**src/rtl/out_arb_pkg.sv**
```systemverilog
// Shared types and constants for the out-bus round-robin arbiter.
package out_arb_pkg;

    typedef enum logic [1:0] {
        IDLE  = 2'd0,
        GRANT = 2'd1,
        GAP   = 2'd2
    } state_t;

    localparam int BEAT_CNT_W = 8;

    // Width of a requester index; never below one bit.
    function automatic int grant_w(input int n_req);
        return (n_req > 1) ? $clog2(n_req) : 1;
    endfunction

endpackage

```
**src/rtl/out_arb_rr_pick.sv**
```systemverilog
// Combinational round-robin picker: nearest valid requester at or after rr_ptr.
module out_arb_rr_pick #(
    parameter int N_REQ = 4,
    parameter int PTR_W = 2
) (
    input  logic [N_REQ-1:0] req_valid,
    input  logic [PTR_W-1:0] rr_ptr,
    output logic [PTR_W-1:0] winner,
    output logic             any_valid
);

    localparam logic [PTR_W:0] N_EXT = (PTR_W + 1)'(N_REQ);

    logic [PTR_W:0]   sum_s;
    logic [PTR_W:0]   wrap_s;
    logic [PTR_W-1:0] idx_s;

    // Walk from the farthest offset back to rr_ptr so the nearest valid requester is assigned last.
    always_comb begin
        winner    = {PTR_W{1'b0}};
        any_valid = 1'b0;
        sum_s     = {(PTR_W + 1){1'b0}};
        wrap_s    = {(PTR_W + 1){1'b0}};
        idx_s     = {PTR_W{1'b0}};
        for (int i = N_REQ - 1; i >= 0; i--) begin
            sum_s     = {1'b0, rr_ptr} + (PTR_W + 1)'(i);
            wrap_s    = sum_s - N_EXT;
            idx_s     = (sum_s >= N_EXT) ? wrap_s[PTR_W-1:0] : sum_s[PTR_W-1:0];
            winner    = req_valid[idx_s] ? idx_s : winner;
            any_valid = any_valid | req_valid[idx_s];
        end
    end

endmodule

```
**src/rtl/out_arbiter.sv**
```systemverilog
// Round-robin arbiter sharing the registered out bus among N_REQ requesters.
// Define OUT_ARB_PRIO_EN to make requester 0 a high-priority requester outside the rotation.
module out_arbiter
    import out_arb_pkg::*;
#(
    parameter int               WIDTH      = 8,
    parameter int               N_REQ      = 4,
    parameter int               BURST      = 4,
    parameter logic [WIDTH-1:0] IDLE_VALUE = {WIDTH{1'b0}}
) (
    input  logic                       ref_clk,
    input  logic                       rst,
    input  logic [N_REQ-1:0]           req_valid,
    input  logic [N_REQ*WIDTH-1:0]     req_data,
    input  logic [N_REQ-1:0]           req_last,
    output logic [N_REQ-1:0]           req_ready,
    output logic [WIDTH-1:0]           out,
    output logic                       out_valid,
    output logic [grant_w(N_REQ)-1:0]  grant_id,
    output logic                       busy
);

    localparam int                    GRANT_W   = grant_w(N_REQ);
    localparam logic [GRANT_W-1:0]    LAST_ID   = GRANT_W'(N_REQ - 1);
    localparam logic [GRANT_W-1:0]    ONE_ID    = GRANT_W'(1);
    localparam logic [GRANT_W-1:0]    ZERO_ID   = {GRANT_W{1'b0}};
    localparam logic [BEAT_CNT_W-1:0] BURST_CNT = BEAT_CNT_W'(BURST);
    localparam logic [BEAT_CNT_W-1:0] ONE_CNT   = BEAT_CNT_W'(1);

    state_t                  state_r, state_next;
    logic [GRANT_W-1:0]      grant_id_r, grant_next;
    logic [GRANT_W-1:0]      rr_ptr_r, rr_ptr_next;
    logic [BEAT_CNT_W-1:0]   beat_cnt_r, beat_cnt_next;

    logic [N_REQ-1:0]        pick_valid_s;
    logic [GRANT_W-1:0]      pick_winner_s;
    logic                    pick_any_s;
    logic [GRANT_W-1:0]      idle_winner_s;
    logic                    idle_any_s;
    logic                    rr_update_s;
    logic [WIDTH-1:0]        lane_data_s [N_REQ];
    logic                    accept_s;
    logic                    end_burst_s;
    logic [BEAT_CNT_W-1:0]   cnt_inc_s;
    logic [GRANT_W-1:0]      rr_after_s;

`ifdef OUT_ARB_PRIO_EN
    // Requester 0 pre-empts the rotation and never advances rr_ptr.
    assign pick_valid_s  = {req_valid[N_REQ-1:1], 1'b0};
    assign idle_any_s    = req_valid[0] | pick_any_s;
    assign idle_winner_s = req_valid[0] ? ZERO_ID : pick_winner_s;
    assign rr_update_s   = (grant_id_r != ZERO_ID);
`else
    assign pick_valid_s  = req_valid;
    assign idle_any_s    = pick_any_s;
    assign idle_winner_s = pick_winner_s;
    assign rr_update_s   = 1'b1;
`endif

    out_arb_rr_pick #(
        .N_REQ (N_REQ),
        .PTR_W (GRANT_W)
    ) u_pick (
        .req_valid (pick_valid_s),
        .rr_ptr    (rr_ptr_r),
        .winner    (pick_winner_s),
        .any_valid (pick_any_s)
    );

    // Split the flat data bus into per-requester lanes.
    always_comb begin
        for (int i = 0; i < N_REQ; i++) begin
            lane_data_s[i] = req_data[i*WIDTH +: WIDTH];
        end
    end

    assign accept_s    = (state_r == GRANT) && req_valid[grant_id_r];
    assign cnt_inc_s   = beat_cnt_r + ONE_CNT;
    assign end_burst_s = accept_s && (req_last[grant_id_r] || (cnt_inc_s == BURST_CNT));
    assign rr_after_s  = (grant_id_r == LAST_ID) ? ZERO_ID : grant_id_r + ONE_ID;
    assign grant_id    = grant_id_r;

    // Ready is a pure decode of the registered grant.
    always_comb begin
        req_ready = {N_REQ{1'b0}};
        if (state_r == GRANT) begin
            req_ready[grant_id_r] = 1'b1;
        end else begin
            req_ready = {N_REQ{1'b0}};
        end
    end

    // Next-state logic for the IDLE/GRANT/GAP sequencer.
    always_comb begin
        state_next    = state_r;
        grant_next    = grant_id_r;
        rr_ptr_next   = rr_ptr_r;
        beat_cnt_next = beat_cnt_r;
        case (state_r)
            IDLE: begin
                if (idle_any_s) begin
                    state_next    = GRANT;
                    grant_next    = idle_winner_s;
                    beat_cnt_next = {BEAT_CNT_W{1'b0}};
                end else begin
                    state_next    = IDLE;
                end
            end
            GRANT: begin
                if (accept_s) begin
                    beat_cnt_next = cnt_inc_s;
                end else begin
                    beat_cnt_next = beat_cnt_r;
                end
                if (end_burst_s) begin
                    state_next  = GAP;
                    rr_ptr_next = rr_update_s ? rr_after_s : rr_ptr_r;
                end else begin
                    state_next  = GRANT;
                end
            end
            GAP: begin
                state_next = IDLE;
            end
            default: begin
                state_next = IDLE;
            end
        endcase
    end

    // State, pointer and output registers; reset drops any in-flight beat.
    always_ff @(posedge ref_clk) begin
        if (rst) begin
            state_r    <= IDLE;
            grant_id_r <= ZERO_ID;
            rr_ptr_r   <= ZERO_ID;
            beat_cnt_r <= {BEAT_CNT_W{1'b0}};
            out        <= IDLE_VALUE;
            out_valid  <= 1'b0;
            busy       <= 1'b0;
        end else begin
            state_r    <= state_next;
            grant_id_r <= grant_next;
            rr_ptr_r   <= rr_ptr_next;
            beat_cnt_r <= beat_cnt_next;
            out        <= accept_s ? lane_data_s[grant_id_r] : IDLE_VALUE;
            out_valid  <= accept_s;
            busy       <= (state_next != IDLE);
        end
    end

endmodule

```
**config.mk**
```make
export PLATFORM = sky130hd
export DESIGN_NAME = out_arbiter
export DESIGN_NICKNAME = d
export VERILOG_FILES = /design/src/rtl/out_arb_pkg.sv /design/src/rtl/out_arb_rr_pick.sv /design/src/rtl/out_arbiter.sv
export SDC_FILE = /design/constraint.sdc
export NUM_CORES = 1
export LEC_CHECK = 0
export CAP_MARGIN = 15
export CORE_ASPECT_RATIO = 0.75
export CORE_MARGIN = 2
export CORE_UTILIZATION = 47
export CTS_BUF_LIST = sky130_fd_sc_hd__clkbuf_4
export DETAILED_ROUTE_END_ITERATION = 10
export PLACE_DENSITY = 0.89
export SETUP_SLACK_MARGIN = 0.3
export SYNTH_ARGS = -nofsm -noshare
export SYNTH_HDL_FRONTEND = slang
export SYNTH_SLANG_ARGS = --single-unit
```
**constraint.sdc**
```tcl
create_clock -name ref_clk -period 2.4 [get_ports ref_clk]
set_input_delay 0.72 -clock ref_clk [delete_from_list [all_inputs] [get_ports ref_clk]]
set_output_delay 0.72 -clock ref_clk [all_outputs]
set_load 0.005 [all_outputs]
```
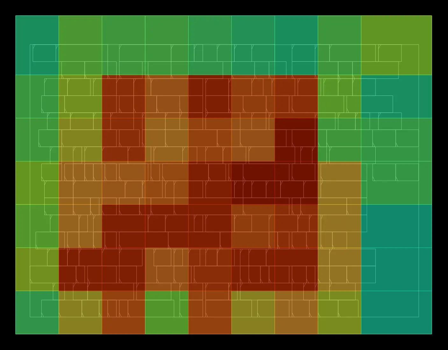
(routing congestion map)
Finished Core Util: 81.9%
global-route usage over all layers: 31.7%
met1 usage in global routing: 38.8%

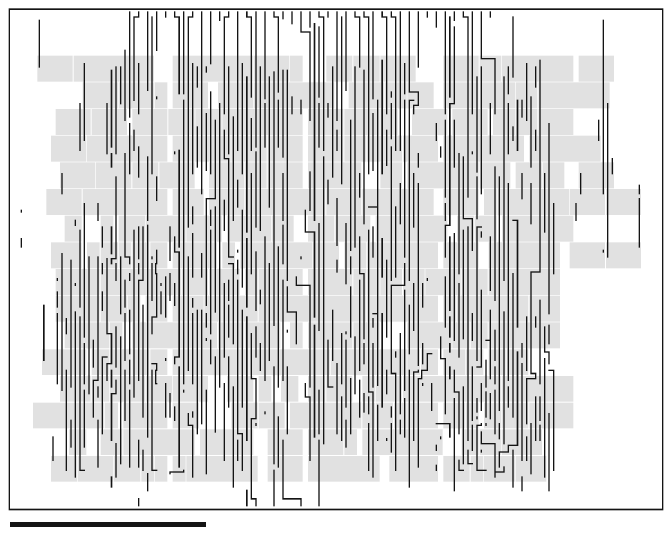
(M2 wires)
The bar under the picture is 20 µm long. Cells faint in the background.
main direction	vertical
longest straight run	29.2 µm
nets with wire on the layer	241

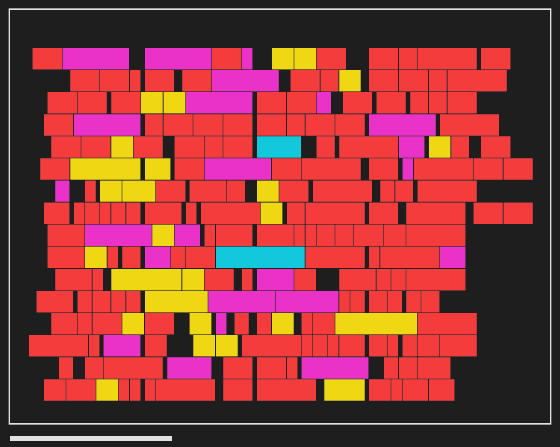
(sizing map)
The bar under the picture is 20 µm long.
size	colour	cells
drive 6 and up	cyan	2
drive 1 or less	red	162
drive 2	magenta	23
drive 3 to 4	yellow	26

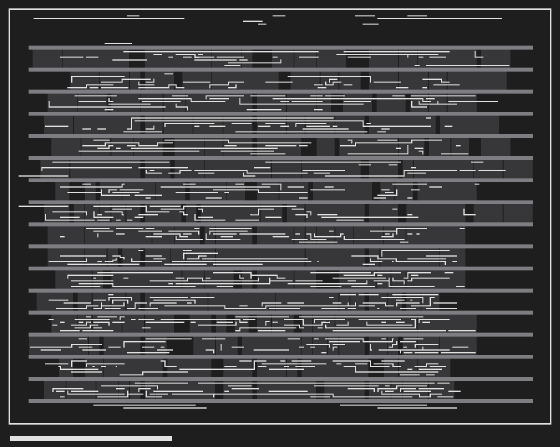
(metal 1)
The bar under the picture is 20 µm long. Supply wires on this layer in grey. Cells faint in the background.
nets with wire on the layer	232
share of all routed wire	35%
longest straight run	29.0 µm
main direction	horizontal

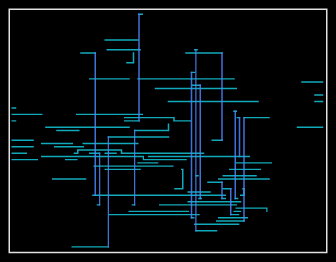
(signal wires by layer)
Two of the layers only.
layer	colour	wire length
met4	blue	270 µm
met3	cyan	541 µm

registers in the layout, summed over array words and instances (netlist names):
register	flops
beat_cnt_r	8
busy	1
grant_id	2
out	8
out_valid	1
rr_ptr_r	2
state_r	2
Yosys cell counts, drive strengths merged:
cell	instances	area (µm²)
a2111oi	1	8.76
a21bo	1	10.0
a21boi	1	7.51
a21o	1	7.51
a21oi	15	78.8
a22oi	2	28.8
a2bb2oi	1	8.76
a311oi	1	8.76
a31oi	2	12.5
and2	6	40.0
and3	2	12.5
buf	3	20.0
clkbuf	2	7.51
clkinv	1	3.75
dfxtp	24	480
ha	6	75.1
inv	5	18.8
mux2i	2	20.0
mux4	10	225
nand2	7	26.3
nand2b	3	21.3
nand3	4	20.0
nand3b	3	22.5
nor2	13	48.8
nor2b	10	62.6
nor3b	1	7.51
o211ai	1	7.51
o21ai	4	20.0
o41a	1	11.3
o41ai	1	16.3
or3	2	12.5
or4	1	7.51
xnor2	1	8.76
xor2	1	8.76
worst register-to-register path: stages, from the launching register on:
cell and delay [ps]:
sky130_fd_sc_hd__dfxtp_4 420, sky130_fd_sc_hd__buf_8 110, sky130_fd_sc_hd__buf_4 190, sky130_fd_sc_hd__mux4_2 640, sky130_fd_sc_hd__a22oi_4 330, sky130_fd_sc_hd__nor2_1 140, sky130_fd_sc_hd__a21oi_2 170, sky130_fd_sc_hd__nor2_1 60
routing by layer:
metal	GRT usage, %	vias to the layer above	routed length [µm]
li1	-	653	-
met1	38.8	753	1940
met2	53.7	125	2820
met3	5.95	29	541
met4	15.6	0	269
met5	0	-	0
cell type report:
class,instances,area [µm²]
Fill cell,143,489
Timing Repair Buffer,74,704
Tap cell,36,45.0
Clock buffer,3,22.5
Clock inverter,1,30.0
Inverter,6,22.5
Sequential cell,24,489
Multi-Input combinational cell,105,900
==> summary.rpt <==
RUN METRICS
----------------------------------------------------
[Power]
  Internal portion of total power ........................ 0.000784 W
  Maximum ir drop on the vdd rail ........................ between 0.3 and 0.4 mV
  Power drawn by the clock network ........................ ~0.00031 W
  Register share of total power ........................ 39.8%
  Clk pwr share ........................ between 20% and 30%
  Combinational share of power ........................ 32.3%
  Total power draw ........................ around 0.0011 W
  Switching share of total power ........................ approximately 28%
  Combinational Power ........................ between 0.0003 and 0.0004 W
  Static leakage ........................ 0.876 nW
  Power group with the highest consumption ........................ sequential cells
  Power density over the cells ........................ between 400 and 500 nW/µm²
  Power consumed by sequential cells ........................ approximately 0.00044 W
  Switching power total ........................ about 0.0003 W

[STA]
  Normalized max-slew margin ........................ 63.9%
  Post-route clock skew ........................ around 11 ps
  Final worst path period need ........................ about 2100 ps
  Setup violation total in the final timing report ........................ 0
  Slack of the critical path ........................ about 250 ps
  Worst Tran Pin Value ........................ roughly 540 ps
  Number of hold violations in the final report ........................ 0
  Upper clock frequency limit ........................ ~470 MHz
  Final hold slack ........................ roughly 550 ps
  Max Slew Vio Count ........................ 0
  Setup_tns ........................ 0 ps
  Post-layout period usage ........................ 89.5%
  RSZ-0062 raised after global routing ........................ no

[Global route]
  Via count of the first global-routing pass ........................ between 1000 and 1500
  Wire length of the first global-routing pass ........................ about 7.6 mm
  Maximum number of pins on one net before global-route repair ........................ 15
  Number of antenna violations at the first check in global routing ........................ 0
  Leftover overflow at the end of global routing ........................ 0

[Synthesis]
  Library cells used by synthesis ........................ around 42
  Synthesized area per cell ........................ slightly below 10 µm²
  Chip Area, Yosys ........................ between 1000 and 1500 µm²
  Cell total in the yosys stat output ........................ between 100 and 150
  Netlist area before placement ........................ 1380 µm²
  Post-synthesis xor/xnor area fraction ........................ approximately 1.3%
  Share of synthesized cell area in and-or and or-and compound cells ........................ 16.5%
  Warning count from the yosys run ........................ 0
  Yosys simple share ........................ between 20 and 25%
  Fraction of the mapped netlist area in adder cells ........................ 5.45%
  Register area share after synthesis ........................ 34.9%
  Synthesized netlist cell count ........................ around 140
  Comb area leader ........................ simple AND/OR/NAND/NOR gates
  FF+latch count, synth ........................ 24
  Net count after synthesis ........................ around 190
  Fraction of synthesized area in multiplexers ........................ between 10% and 20%

[Hold path]
  Class of the worst hold path ........................ flop to flop
  Terminating pin of the worst hold path ........................ beat_cnt_r[7]$_SDFFE_PP0P_
  Count of cells along the worst hold path ........................ 2
  Launch point of the worst hold path ........................ beat_cnt_r[7]$_SDFFE_PP0P_

[Critical path]
  Worst stage delay on the critical path ........................ approximately 640 ps
  Startpoint-to-endpoint class of the critical path ........................ flop to flop
  CP Launch Point ........................ grant_id[1]$_SDFFE_PP0P_
  Startpoint of the worst-slack reg-to-reg timing path ........................ grant_id[1]$_SDFFE_PP0P_
  Cell with the largest stage delay on the worst path ........................ sky130_fd_sc_hd__mux4_2
  Endpoint class of the critical path ........................ flop
  Kind of cell adding the most delay to the critical path ........................ multiplexers
  Worst EP arrival ........................ between 2000 and 2500 ps
  Category of the worst setup path launch point ........................ flop
  Reg2Reg Capture Point ........................ beat_cnt_r[1]$_SDFFE_PP0P_
  Worst-path cell chain ........................ buf_8, buf_4, mux4_2, a22oi_4, nor2_1, a21oi_2, nor2_1
  Crit path buf inv count ........................ 2
  Most used cell along the critical path ........................ sky130_fd_sc_hd__nor2_1
  Critical Path Sink ........................ beat_cnt_r[1]$_SDFFE_PP0P_
  Reg2Reg Depth ........................ 7
  Slack of the worst reg-to-reg path ........................ ~250 ps
  WP depth ........................ 7
  Endpoint required time on the critical path ........................ between 2000 and 3000 ps
  Biggest fanout along the worst timing path ........................ 10

[Finish]
  Most used cells in the layout excluding fill and tap cells ........................ 48 x sky130_fd_sc_hd__clkdlybuf4s50_1, 21 x sky130_fd_sc_hd__dfxtp_1, 16 x sky130_fd_sc_hd__buf_4
  Finished layout cell area ........................ approximately 2200 µm²
  Area Growth Syn to Fin ........................ 60.8%
  Most frequently placed logic cell in the final layout ........................ sky130_fd_sc_hd__clkdlybuf4s50_1
  N_diodes ........................ 0
  Post-layout instance count excluding filler cells ........................ around 250
  Share of final-layout standard cells stronger than drive strength 1 ........................ a little under a quarter
  Net total in the final layout ........................ 262

[Floorplanning]
  I/O pin count ........................ 58
  Width of the die ........................ approximately 66 µm
  Fraction of the core area occupied by cells at floorplan ........................ around half
  Height of the chip ........................ just over 50 µm
  Area of the chip ........................ between 3000 and 4000 µm²
  Site Rows ........................ 16
  Area of the core ........................ ~2700 µm²

[Job]
  Tool warnings ........................ 31
  Max capacitance violation total ........................ 0

[Clocking]
  Clock-pin transition on the worst setup and hold timing paths ........................ 140 ps
  Clk Latency, worst-skew pair ........................ 340 ps
  Clock root cell ........................ sky130_fd_sc_hd__clkbuf_4
  CTS Buf Count ........................ 3
  Largest buffer count on any clock path ........................ 2
  Cell resize tally after clock tree synthesis ........................ 14
  H-tree lvl count ........................ 1
  Post-CTS Setup Bufs ........................ 6
  CTS hold repair buffers ........................ 0
  CTS sink cnt ........................ 24
  TritonCTS clock tree ........................ yes

[Placed design]
  Cell area reported after detailed placement ........................ between 2000 and 2500 µm²
  Global placer's final weighted congestion ........................ 0.859
  Cell count after placement ........................ roughly 240
  Count of buffers from port buffering ........................ around 57
  DP HPWL ........................ between 3 and 4 mm
  Worst setup slack before clock tree synthesis ........................ -82.5 ps

[Outcome]
  Outcome ........................ complete, no violations

[Route]
  Aggregate routed wire length ........................ 5.57 mm
  Detailed-route vias per instance ........................ 6.27
  Number of nets with antenna violations after routing ........................ 0
  Pre-Repair DR Iteration Count ........................ 6
  Average wire length per cell after detail routing ........................ approximately 22 µm
  Number of vias after detailed routing ........................ around 1600
  Detailed-route DRC error count ........................ 0
  Detailed router's first-iteration violation count ........................ 233

----------------------------------------------------
No activity file was given, so power comes from the tool's default toggle rates.
